Placed standard cells:
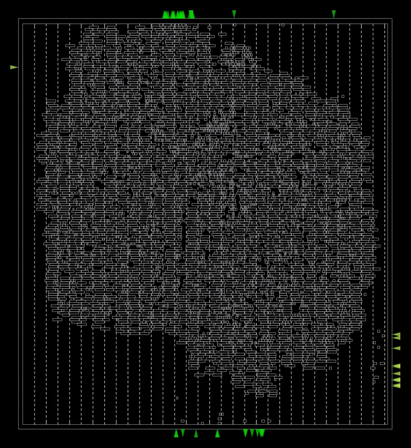
M1 wires:
Drawn at 1 px/um. Supply wires on this layer in grey.
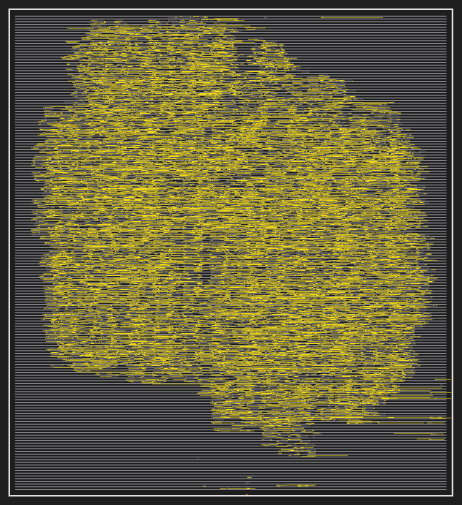
Port wiring:
Drawn at 1 px/um.
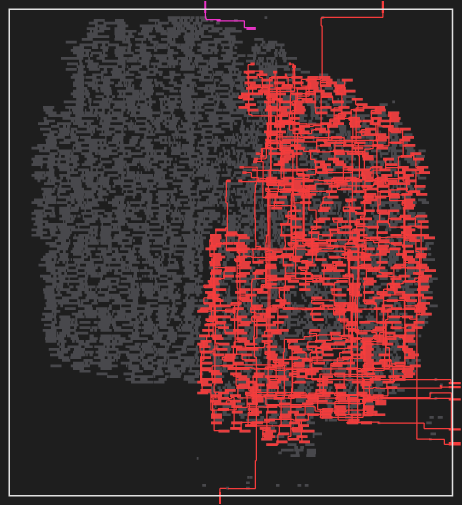
Local utilization:
The die is cut into 22 by 24 equal tiles; dark blue is low, red is high, 0 to 100% covered.
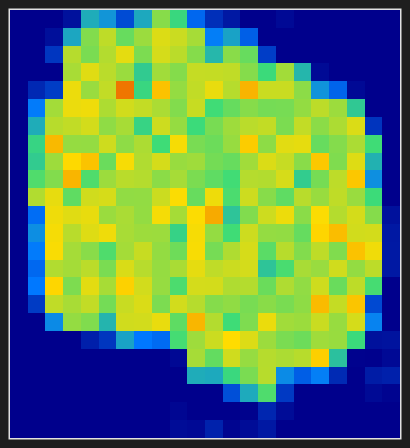
File: src/rtl/xor_frame_cipher.sv
// Framed XOR cipher engine between the UART receiver and sender byte interfaces.
// Receives header/length/data/key, encrypts or decrypts with a repeating key
// (optionally chained), returns a length-prefixed result or a single 0x00 on
// a bad length. Plaintext and result buffers are readable via a registered port.
module xor_frame_cipher #(
  parameter int unsigned MAX_DATA = 100,
  parameter int unsigned MAX_KEY  = 4
) (
  input  logic       Clk_100M,
  input  logic       nReset,
  input  logic [7:0] rx_data,
  input  logic       rx_ready,
  output logic       rx_ack,
  output logic [7:0] tx_data,
  output logic       tx_send,
  input  logic       tx_busy,
  input  logic [7:0] view_idx,
  output logic [7:0] view_plain,
  output logic [7:0] view_result,
  output logic       busy,
  output logic       err,
  output logic       frame_done
);

  localparam int unsigned AW = (MAX_DATA > 1) ? $clog2(MAX_DATA) : 1;
  localparam int unsigned KW = (MAX_KEY > 1) ? $clog2(MAX_KEY) : 1;
  localparam logic [8:0]  MAX_D9 = 9'(MAX_DATA);
  localparam logic [8:0]  MAX_K9 = 9'(MAX_KEY);

  typedef enum logic [3:0] {
    S_IDLE, S_GET_LEN, S_GET_DATA, S_GET_KLEN, S_GET_KEY,
    S_CRYPT, S_SEND_LEN, S_SEND_DATA, S_SEND_ERR
  } state_t;

  state_t     state_q, state_d;
  logic [7:0] idx_q, idx_d;
  logic [7:0] kidx_q, kidx_d;
  logic [7:0] n_q, n_d;
  logic [7:0] k_q, k_d;
  logic       chain_q, chain_d;
  logic       decrypt_q, decrypt_d;
  logic [7:0] cv_q, cv_d;
  logic       err_q, err_d;
  logic       rx_ack_q, rx_ack_d;
  logic       tx_send_q, tx_send_d;
  logic [7:0] tx_data_q, tx_data_d;
  logic       pending_q, pending_d;
  logic       frame_done_q, frame_done_d;
  logic       busy_q, busy_d;
  logic [7:0] view_plain_q, view_result_q;

  logic [7:0] plain_mem [MAX_DATA];
  logic [7:0] res_mem   [MAX_DATA];
  logic [7:0] key_mem   [MAX_KEY];

  logic       plain_we, res_we, key_we;
  logic       rx_state, accept, can_send;
  logic [7:0] cur_plain, cur_key, cur_res, crypt_byte;

  // Next-state, handshake and buffer-write decode
  always_comb begin
    state_d      = state_q;
    idx_d        = idx_q;
    kidx_d       = kidx_q;
    n_d          = n_q;
    k_d          = k_q;
    chain_d      = chain_q;
    decrypt_d    = decrypt_q;
    cv_d         = cv_q;
    err_d        = err_q;
    rx_ack_d     = rx_ack_q;
    tx_send_d    = 1'b0;
    tx_data_d    = tx_data_q;
    pending_d    = pending_q;
    frame_done_d = 1'b0;
    plain_we     = 1'b0;
    res_we       = 1'b0;
    key_we       = 1'b0;

    cur_plain  = plain_mem[idx_q[AW-1:0]];
    cur_res    = res_mem[idx_q[AW-1:0]];
    cur_key    = key_mem[kidx_q[KW-1:0]];
    crypt_byte = cur_plain ^ cur_key ^ (chain_q ? cv_q : 8'h00);

    rx_state = (state_q == S_IDLE) || (state_q == S_GET_LEN) || (state_q == S_GET_DATA) ||
               (state_q == S_GET_KLEN) || (state_q == S_GET_KEY);
    accept   = rx_state && rx_ready && !rx_ack_q;
    // A new strobe only after busy has been seen high since the previous one
    can_send = !tx_busy && !pending_q;

    if (accept) begin
      rx_ack_d = 1'b1;
    end else if (rx_ack_q && !rx_ready) begin
      rx_ack_d = 1'b0;
    end
    if (tx_busy) begin
      pending_d = 1'b0;
    end

    case (state_q)
      S_IDLE: begin
        if (accept) begin
          chain_d   = rx_data[0];
          decrypt_d = rx_data[1];
          err_d     = 1'b0;
          state_d   = S_GET_LEN;
        end
      end
      S_GET_LEN: begin
        if (accept) begin
          n_d   = rx_data;
          idx_d = 8'd0;
          if ((rx_data == 8'd0) || ({1'b0, rx_data} > MAX_D9)) begin
            err_d   = 1'b1;
            state_d = S_SEND_ERR;
          end else begin
            state_d = S_GET_DATA;
          end
        end
      end
      S_GET_DATA: begin
        if (accept) begin
          plain_we = 1'b1;
          if (idx_q == n_q - 8'd1) begin
            state_d = S_GET_KLEN;
          end else begin
            idx_d = idx_q + 8'd1;
          end
        end
      end
      S_GET_KLEN: begin
        if (accept) begin
          k_d    = rx_data;
          kidx_d = 8'd0;
          idx_d  = 8'd0;
          if ((rx_data == 8'd0) || ({1'b0, rx_data} > MAX_K9)) begin
            err_d   = 1'b1;
            state_d = S_SEND_ERR;
          end else begin
            state_d = S_GET_KEY;
          end
        end
      end
      S_GET_KEY: begin
        if (accept) begin
          key_we = 1'b1;
          if (kidx_q == k_q - 8'd1) begin
            kidx_d  = 8'd0;
            idx_d   = 8'd0;
            cv_d    = 8'h00;
            state_d = S_CRYPT;
          end else begin
            kidx_d = kidx_q + 8'd1;
          end
        end
      end
      S_CRYPT: begin
        res_we = 1'b1;
        cv_d   = decrypt_q ? cur_plain : crypt_byte;
        kidx_d = (kidx_q == k_q - 8'd1) ? 8'd0 : kidx_q + 8'd1;
        if (idx_q == n_q - 8'd1) begin
          idx_d   = 8'd0;
          state_d = S_SEND_LEN;
        end else begin
          idx_d = idx_q + 8'd1;
        end
      end
      S_SEND_LEN: begin
        if (can_send) begin
          tx_send_d = 1'b1;
          tx_data_d = n_q;
          pending_d = 1'b1;
          idx_d     = 8'd0;
          state_d   = S_SEND_DATA;
        end
      end
      S_SEND_DATA: begin
        if (idx_q == n_q) begin
          if (tx_send_q) begin
            frame_done_d = 1'b1;
            state_d      = S_IDLE;
          end
        end else if (can_send) begin
          tx_send_d = 1'b1;
          tx_data_d = cur_res;
          pending_d = 1'b1;
          idx_d     = idx_q + 8'd1;
        end
      end
      S_SEND_ERR: begin
        if (idx_q == 8'd0) begin
          if (can_send) begin
            tx_send_d = 1'b1;
            tx_data_d = 8'h00;
            pending_d = 1'b1;
            idx_d     = 8'd1;
          end
        end else if (tx_send_q) begin
          state_d = S_IDLE;
        end
      end
      default: state_d = S_IDLE;
    endcase

    busy_d = (state_d != S_IDLE);
  end

  // Control and output registers
  always_ff @(posedge Clk_100M or negedge nReset) begin
    if (!nReset) begin
      state_q      <= S_IDLE;
      idx_q        <= 8'd0;
      kidx_q       <= 8'd0;
      n_q          <= 8'd0;
      k_q          <= 8'd0;
      chain_q      <= 1'b0;
      decrypt_q    <= 1'b0;
      cv_q         <= 8'h00;
      err_q        <= 1'b0;
      rx_ack_q     <= 1'b0;
      tx_send_q    <= 1'b0;
      tx_data_q    <= 8'h00;
      pending_q    <= 1'b0;
      frame_done_q <= 1'b0;
      busy_q       <= 1'b0;
    end else begin
      state_q      <= state_d;
      idx_q        <= idx_d;
      kidx_q       <= kidx_d;
      n_q          <= n_d;
      k_q          <= k_d;
      chain_q      <= chain_d;
      decrypt_q    <= decrypt_d;
      cv_q         <= cv_d;
      err_q        <= err_d;
      rx_ack_q     <= rx_ack_d;
      tx_send_q    <= tx_send_d;
      tx_data_q    <= tx_data_d;
      pending_q    <= pending_d;
      frame_done_q <= frame_done_d;
      busy_q       <= busy_d;
    end
  end

  // Buffer storage; contents persist across frames and are not reset
  always_ff @(posedge Clk_100M) begin
    if (plain_we) plain_mem[idx_q[AW-1:0]]  <= rx_data;
    if (res_we)   res_mem[idx_q[AW-1:0]]    <= crypt_byte;
    if (key_we)   key_mem[kidx_q[KW-1:0]]   <= rx_data;
  end

  // Registered display read port; out-of-range indices read as zero
  always_ff @(posedge Clk_100M or negedge nReset) begin
    if (!nReset) begin
      view_plain_q  <= 8'h00;
      view_result_q <= 8'h00;
    end else if ({1'b0, view_idx} < MAX_D9) begin
      view_plain_q  <= plain_mem[view_idx[AW-1:0]];
      view_result_q <= res_mem[view_idx[AW-1:0]];
    end else begin
      view_plain_q  <= 8'h00;
      view_result_q <= 8'h00;
    end
  end

  assign rx_ack      = rx_ack_q;
  assign tx_data     = tx_data_q;
  assign tx_send     = tx_send_q;
  assign view_plain  = view_plain_q;
  assign view_result = view_result_q;
  assign busy        = busy_q;
  assign err         = err_q;
  assign frame_done  = frame_done_q;

endmodule

File: config.mk
export PLATFORM = sky130hd
export DESIGN_NAME = xor_frame_cipher
export DESIGN_NICKNAME = d
export VERILOG_FILES = /design/src/rtl/xor_frame_cipher.sv
export SDC_FILE = /design/constraint.sdc
export NUM_CORES = 2
export LEC_CHECK = 0
export ABC_AREA = 0
export CORE_ASPECT_RATIO = 1.1
export CORE_MARGIN = 5
export CORE_UTILIZATION = 39
export CTS_CLUSTER_SIZE = 24
export DETAILED_ROUTE_END_ITERATION = 10
export PLACE_DENSITY = 0.64
export REMOVE_ABC_BUFFERS = 1
export SYNTH_ARGS = -nofsm -noshare
export SYNTH_HDL_FRONTEND = slang
export SYNTH_SLANG_ARGS = --single-unit
File: constraint.sdc
create_clock -name Clk_100M -period 6.6 [get_ports Clk_100M]
set_input_delay 0.99 -clock Clk_100M [delete_from_list [all_inputs] [get_ports Clk_100M]]
set_output_delay 0.99 -clock Clk_100M [all_outputs]
set_load 0.02 [all_outputs]
==> run_results.csv <==
group,metric,value,unit
outcome,status,"complete, no violations",
clock_network,cts_sinks,1708,
sta,finalCriticalPeriod,5.32,ns
power,p_total,0.0365,W
setup_path,end_kind,"register",
yosys,top_cells_by_count,"edfxtp_1, mux4_2, nor2_1",
sta,period_used_share,0.806,
clock_network,clkTransAtPathRegs,0.06,ns
route,post_drt_via_cell_ratio,6.97,
cells_and_area,fillers,17800,
sta,fmax,0.188,GHz
sta,finalHoldViolations,0,
setup_path,crit_path_max_fanout,68,
yosys,ys_area,80000,um2
cells_and_area,logic_area,27300,um2
clock_network,cts_setup_buffers,0,
setup_path,critPathKind,"reg2reg",
die,io_pins,49,
place,dp.cells,7276,
yosys,avgSynthCellArea,16.9,um2
yosys,synth-edff-count,1632,
sta,slew_violations,0,
grt,grt_pass1_wl,408000,um
grt,grt_use_total,0.266,
route,num_vias,53100,
place,globalplace.congestion,0.926,
cells_and_area,nNetsFinal,4756,
yosys,async_reset_ff_frac,0.0445,
yosys,aoi_share,0.0944,
yosys,ys_types,92,
cells_and_area,fin_area,89500,um2
route,wl_per_cell,38.7,um
cells_and_area,drive_gt1_frac,0.261,
power,p_leak,27.5,nW
sta,tightest_slew,1.34,ns
die,die-area,214000,um2
clock_network,tritoncts,"yes",
die,die_h,485,um
yosys,synth_flops,1708,
yosys,synth-xor-area-share,0.00493,
-- 'placed standard cells' (at the start) --
Core Region: 204000 um2
utilization after layout: 0.438

-- 'M1 wires' (at the start) --
The wires run mostly horizontal. The layer carries 100 mm of wire. 4565 nets have wire on it. The longest straight run is 108 um.

-- 'port wiring' (at the start) --
Key: rx_data = red [bits 8, direction input, end cells 857, buffers 20, wire 16100 um]; busy = magenta [bits 1, direction output, end cells 1, buffers 1, wire 69.8 um]

-- 'local utilization' (at the start) --
4.0% of the tiles are over 75% full. The fullest tile reaches 87%. The emptiest ninth of the die: lower left. 28% of the tiles are nearly empty. The mean over all tiles is 40%. The densest ninth of the die: centre.

[cells by family after synthesis]
group | count (synthesis)
XOR/XNOR | 45
buffers and inverters | 433
AND/OR/NAND/NOR | 672
multiplexers | 873
AND-OR/OR-AND | 988
flip-flops | 1708
adder cells (fa/ha/maj) | 8
[critical path: stages (launching register included)]
cell and delay (ns):
dfrtp_4 0.98, buf_4 0.55, nor2b_4 0.23, buf_4 0.58, a22oi_1 0.20, o221a_2 0.28, o21ai_0 0.21, o221ai_1 0.37
nor2_1 0.41, xor2_4 0.79, buf_12 0.37
[sequential cells by signal, indices dropped and copies added, names as in the netlist]
| register | flops |
|---|---|
| plain_mem | 800 |
| res_mem | 800 |
| key_mem | 32 |
| cv_q | 8 |
| idx_q | 8 |
| k_q | 8 |
| kidx_q | 8 |
| n_q | 8 |
| tx_data | 8 |
| view_plain | 8 |
| view_result | 8 |
| state_q | 4 |
| busy | 1 |
| chain_q | 1 |
| decrypt_q | 1 |
| err | 1 |
| frame_done | 1 |
| pending_q | 1 |
| rx_ack | 1 |
| tx_send | 1 |
[path summary, 6_finish.rpt]
kind	startpoint	endpoint	slack [ns]	cells past startpoint
hold reg to reg	cv_q[4]	cv_q[4]	0.50	1
setup / recovery	idx_q[1]	res_mem[70][5]	1.28	10
max in group asynchronous	nReset	idx_q[2]	5.24	2
setup reg to reg	idx_q[1]	res_mem[70][5]	1.28	10
hold / removal	nReset	view_result[6]	0.08	1
min in group Clk_100M	cv_q[4]	cv_q[4]	0.50	1
[layout make-up]
type / count / area share
sequential: 1708 / 0.569
tap: 2728 / 0.0381
antenna: 6 / 0.000168
inverter: 20 / 0.000909
clock inverter: 104 / 0.00870
multi-input combinational: 2586 / 0.305
timing repair buffer: 234 / 0.0250
clock buffer: 225 / 0.0531
[power breakdown]
group          total, W  switching (W)  internal [W]  leakage (nW)
registers        0.0152       0.000433        0.0148          15.6
clock network   0.00977        0.00438       0.00539          2.71
logic            0.0115        0.00829       0.00319          9.18
total            0.0365         0.0131        0.0234          27.5
[routing by layer]
layer | up-vias | wire, um | track usage
met1 | 27300 | 100000 | 0.333
met5 | - | 39 | 0
li1 | 20000 | - | -
met3 | 1043 | 37200 | 0.0703
met2 | 4680 | 132000 | 0.404
met4 | 6 | 25200 | 0.185
[cells in the final DEF, fill, tap and decap left out, types with 11 or more instances in the layout]
cell / instances
dfrtp_1: 71
clkinv_1: 42
clkbuf_16: 182
nand2b_1: 40
xor2_1: 18
clkdlybuf4s50_1: 33
o22ai_1: 15
a41oi_1: 12
buf_4: 165
a22o_1: 39
o2111ai_1: 13
clkinv_2: 39
nand2_1: 132
mux2i_1: 111
nor2b_1: 11
a211oi_1: 14
and2_1: 12
a221oi_1: 186
o2bb2ai_1: 26
o21ai_0: 100
mux4_2: 549
a221o_1: 60
edfxtp_1: 1632
buf_12: 30
a211o_1: 13
a21oi_1: 103
nor4_1: 13
mux2_2: 213
nand4_1: 21
inv_1: 12
o221ai_1: 20
a31oi_1: 24
a22oi_1: 239
nor3_1: 18
and3_1: 15
o211ai_1: 20
clkbuf_1: 39
nor2_1: 307
xnor2_1: 19
nand3_1: 33
Power and IR drop assume default switching activity.
